$ cat config.mk
export PLATFORM = sky130hd
export DESIGN_NAME = instr_sequencer
export DESIGN_NICKNAME = d
export VERILOG_FILES = /design/src/rtl/instr_sequencer.sv
export SDC_FILE = /design/constraint.sdc
export NUM_CORES = 1
export LEC_CHECK = 0
export ABC_AREA = 1
export CAP_MARGIN = 20
export CORE_ASPECT_RATIO = 1.75
export CORE_MARGIN = 2
export CORE_UTILIZATION = 50
export DETAILED_ROUTE_END_ITERATION = 6
export GPL_TIMING_DRIVEN = 0
export MAX_ROUTING_LAYER = met4
export PLACE_DENSITY = 0.84
export SETUP_SLACK_MARGIN = 0.1
export SLEW_MARGIN = 10
export SYNTH_ARGS = -nofsm -noshare
export SYNTH_HDL_FRONTEND = slang
export SYNTH_SLANG_ARGS = --single-unit
$ cat constraint.sdc
create_clock -name clk -period 2.8 [get_ports clk]
set_input_delay 0.56 -clock clk [delete_from_list [all_inputs] [get_ports clk]]
set_output_delay 0.56 -clock clk [all_outputs]
set_load 0.05 [all_outputs]
$ cat src/rtl/instr_sequencer.sv
// Multi-cycle instruction sequencer: IDLE/FETCH/DECODE/EXEC/MEM/WB control FSM
// with program counter, latched instruction and retired-instruction counter.
module instr_sequencer (
    input  logic       clk,
    input  logic       reset,
    input  logic       run,
    input  logic       step,
    input  logic [7:0] instruction,
    input  logic       mem_ready,
    output logic [7:0] pc,
    output logic [7:0] instr_q,
    output logic [2:0] state,
    output logic       mem_req,
    output logic       mem_we,
    output logic       reg_we,
    output logic [1:0] reg_wsel,
    output logic       wb_sel,
    output logic       busy,
    output logic [7:0] retired
);

    typedef enum logic [2:0] {
        S_IDLE   = 3'd0,
        S_FETCH  = 3'd1,
        S_DECODE = 3'd2,
        S_EXEC   = 3'd3,
        S_MEM    = 3'd4,
        S_WB     = 3'd5
    } state_e;

    localparam logic [1:0] OP_ADD = 2'b00;
    localparam logic [1:0] OP_LW  = 2'b01;
    localparam logic [1:0] OP_SW  = 2'b10;
    localparam logic [1:0] OP_JMP = 2'b11;

    state_e     state_q, state_d;
    logic [7:0] pc_q, pc_d;
    logic [7:0] ir_q, ir_d;
    logic [7:0] retired_q, retired_d;
    logic [1:0] opcode_s;
    logic [7:0] pc_offset_s;

    assign opcode_s = ir_q[7:6];
    // Jump immediate is a 2-bit two's-complement value added on top of the +1.
    assign pc_offset_s = (opcode_s == OP_JMP) ? {{6{ir_q[1]}}, ir_q[1:0]} : 8'd0;

    // State register
    always_ff @(posedge clk) begin
        if (reset) begin
            state_q <= S_IDLE;
        end else begin
            state_q <= state_d;
        end
    end

    // Next-state logic
    always_comb begin
        state_d = state_q;
        case (state_q)
            S_IDLE: begin
                if (run || step) begin
                    state_d = S_FETCH;
                end else begin
                    state_d = S_IDLE;
                end
            end
            S_FETCH:  state_d = S_DECODE;
            S_DECODE: state_d = S_EXEC;
            S_EXEC: begin
                if ((opcode_s == OP_LW) || (opcode_s == OP_SW)) begin
                    state_d = S_MEM;
                end else begin
                    state_d = S_WB;
                end
            end
            S_MEM: begin
                if (mem_ready) begin
                    state_d = S_WB;
                end else begin
                    state_d = S_MEM;
                end
            end
            S_WB: begin
                if (run) begin
                    state_d = S_FETCH;
                end else begin
                    state_d = S_IDLE;
                end
            end
            default: state_d = S_IDLE;
        endcase
    end

    // Datapath registers: instruction latch, pc and retired counter
    always_ff @(posedge clk) begin
        if (reset) begin
            pc_q      <= 8'd0;
            ir_q      <= 8'd0;
            retired_q <= 8'd0;
        end else begin
            pc_q      <= pc_d;
            ir_q      <= ir_d;
            retired_q <= retired_d;
        end
    end

    // Datapath next values; pc and retired only move on the WB exit edge
    always_comb begin
        pc_d      = pc_q;
        ir_d      = ir_q;
        retired_d = retired_q;
        if (state_q == S_FETCH) begin
            ir_d = instruction;
        end else if (state_q == S_WB) begin
            pc_d      = pc_q + 8'd1 + pc_offset_s;
            retired_d = retired_q + 8'd1;
        end else begin
            ir_d = ir_q;
        end
    end

    // Output decode from state and latched instruction only
    always_comb begin
        mem_req  = 1'b0;
        mem_we   = 1'b0;
        reg_we   = 1'b0;
        busy     = 1'b1;
        wb_sel   = (opcode_s == OP_LW);
        reg_wsel = (opcode_s == OP_ADD) ? ir_q[1:0] : ir_q[3:2];
        case (state_q)
            S_IDLE: busy = 1'b0;
            S_MEM: begin
                mem_req = 1'b1;
                mem_we  = (opcode_s == OP_SW);
            end
            S_WB: reg_we = (opcode_s == OP_ADD) || (opcode_s == OP_LW);
            default: busy = 1'b1;
        endcase
    end

    assign pc      = pc_q;
    assign instr_q = ir_q;
    assign state   = state_q;
    assign retired = retired_q;

endmodule

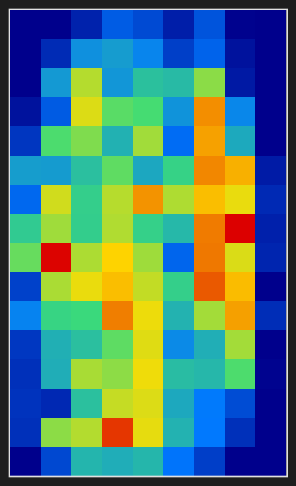
(images/wire_density.png)
(6 px per um) The die is cut into 9 by 16 equal tiles; dark blue is low, red is high, scaled to the fullest tile. Values are wire area over tile area, all layers added.
emptiest ninth of the die: south-east
fullest tile: 0.40
tiles over half the peak: 37%
nearly empty tiles: 13%
mean over tiles: 0.16

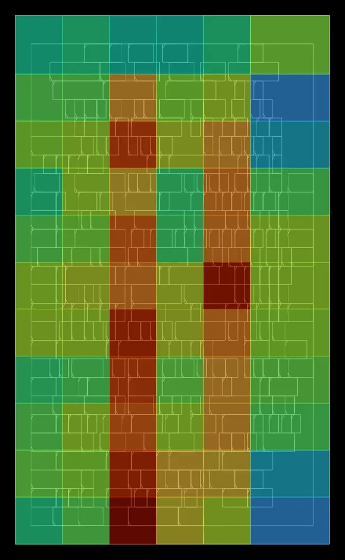
(images/final_congestion.png)
average routed wire per standard cell: 11.8 um
Util after Layout: 0.716

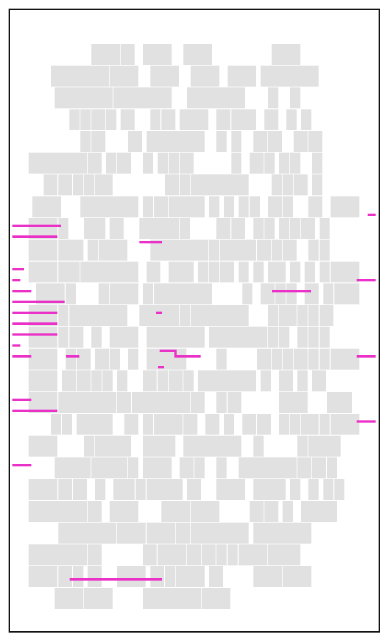
(images/met3.png)
(8 px per um)
wire length on this layer: 81.9 um
longest straight run: 11.3 um
main direction: horizontal
nets with wire on the layer: 22

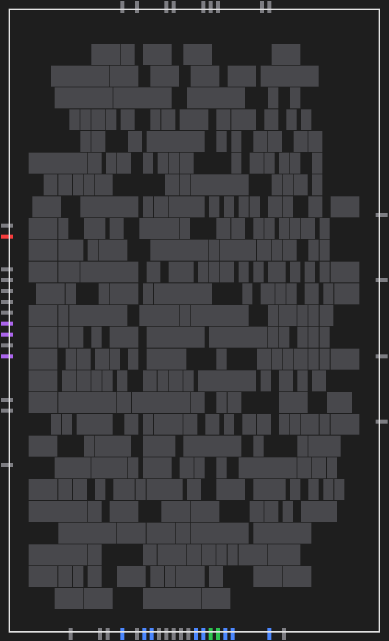
(images/pins.png)
(8 px per um) Pins as bars across the die edge, other pins in grey.
legend:
  `instr_q`:
    colour: blue
    pins: 8
    direction: output
    edge: south
  `reset`:
    colour: red
    pins: 1
    direction: input
    edge: west
  `reg_wsel`:
    colour: green
    pins: 2
    direction: output
    edge: south
  `state`:
    colour: purple
    pins: 3
    direction: output
    edge: west
all pins by edge: 20 south, 14 west, 9 north, 4 east
die width: 46.1 um
number of buffers inserted by port buffering: 46

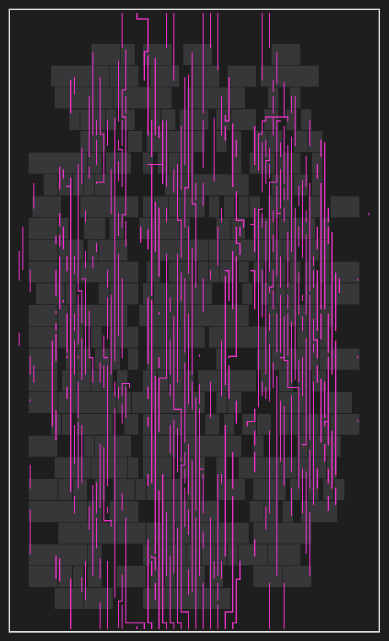
(images/met2.png)
(8 px per um)
longest straight run: 39.1 um
wire length on this layer: 2,060 um

final cells by class:
class                   instances  share of cell area
clock inverters                 1             0.00358
clock buffers                   3              0.0197
well taps                      28              0.0167
repair buffers                 46               0.221
flip-flops and latches         27               0.258
multi-input cells             159               0.389
plain buffers                   7              0.0209
inverters                      40              0.0716
layer usage:
layer	global-route usage	up-vias	wire length, um
met5	-	-	0
met4	0.0714	0	40
met3	0.0163	5	81
met2	0.421	27	2060
met1	0.259	720	1490
li1	-	843	-
sequential cells by signal, summed over array words and instances (netlist names):
| name | count |
|---|---|
| instr_q | 8 |
| pc | 8 |
| retired | 8 |
| state | 3 |
through the flow:
stage	setup slack, ns	hold slack [ns]
final	0.190	0.451
after global routing	0.107	0.497
after CTS	0.141	0.452
after detailed placement	0.458	0.437
after global placement	0.464	0.431
after floorplan	0.0567	0.660
==> out/qor.log <==
[status] status complete, no violations
[placed_design] Placed Cells 307
[power_and_ir_drop] Pwr per Cell Area 579 mW/mm^2
[power_and_ir_drop] register share of total power 0.380
[run] max_cap viols 0
[cells_and_area] Layout Nets 304
[critical_path] Worst R2R End pc[4]
[route] post-detailed-route via-to-cell ratio 5.13
[critical_path] Worst path depth 4
[synth] synthesis area per yosys 0.00155 mm^2
[critical_path] worst setup path start instr_q[6]
[synth] top cell type by instance count after synthesis nand2_1
[critical_path] crit path to reg_wsel[0]
[synth] biggest area consumer among synthesized cells dfxtp_1
[critical_path] Reg2Reg Depth 14
[min_path] path class of the lowest-slack min-delay path flop to flop
[critical_path] Worst R2R Setup Slack 0.83 ns
[sta] Max Transition Viols Final 0
[cts] clk sinks 27
[min_path] Min-Delay Path Depth 2
[grt] GRT Overall Usage 0.235
[cts] cells resized by post-CTS repair 0
[synth] synth warn 0
[floorplanning] Die Area 0.00358 mm^2
[power_and_ir_drop] leak pwr 0.947 nW
[synth] area share of and-or/or-and cells after synthesis 0.165
[cts] CTS root buffer clkbuf_8
[sta] maximum achievable frequency 383 MHz
[power_and_ir_drop] combinational share of power 0.430
[critical_path] delay of the slowest cell on the worst path 0.83 ns
[critical_path] CP bufs+invs 2
[cts] number of buffers inserted by hold repair at cts 0
[power_and_ir_drop] Power Combinational 522 uW
[min_path] end of the worst hold path instr_q[5]
[critical_path] Worst path slowest cell clkdlybuf4s50_1
[power_and_ir_drop] peak supply drop 0.615 mV
No activity file was given, so power comes from the tool's default toggle rates.
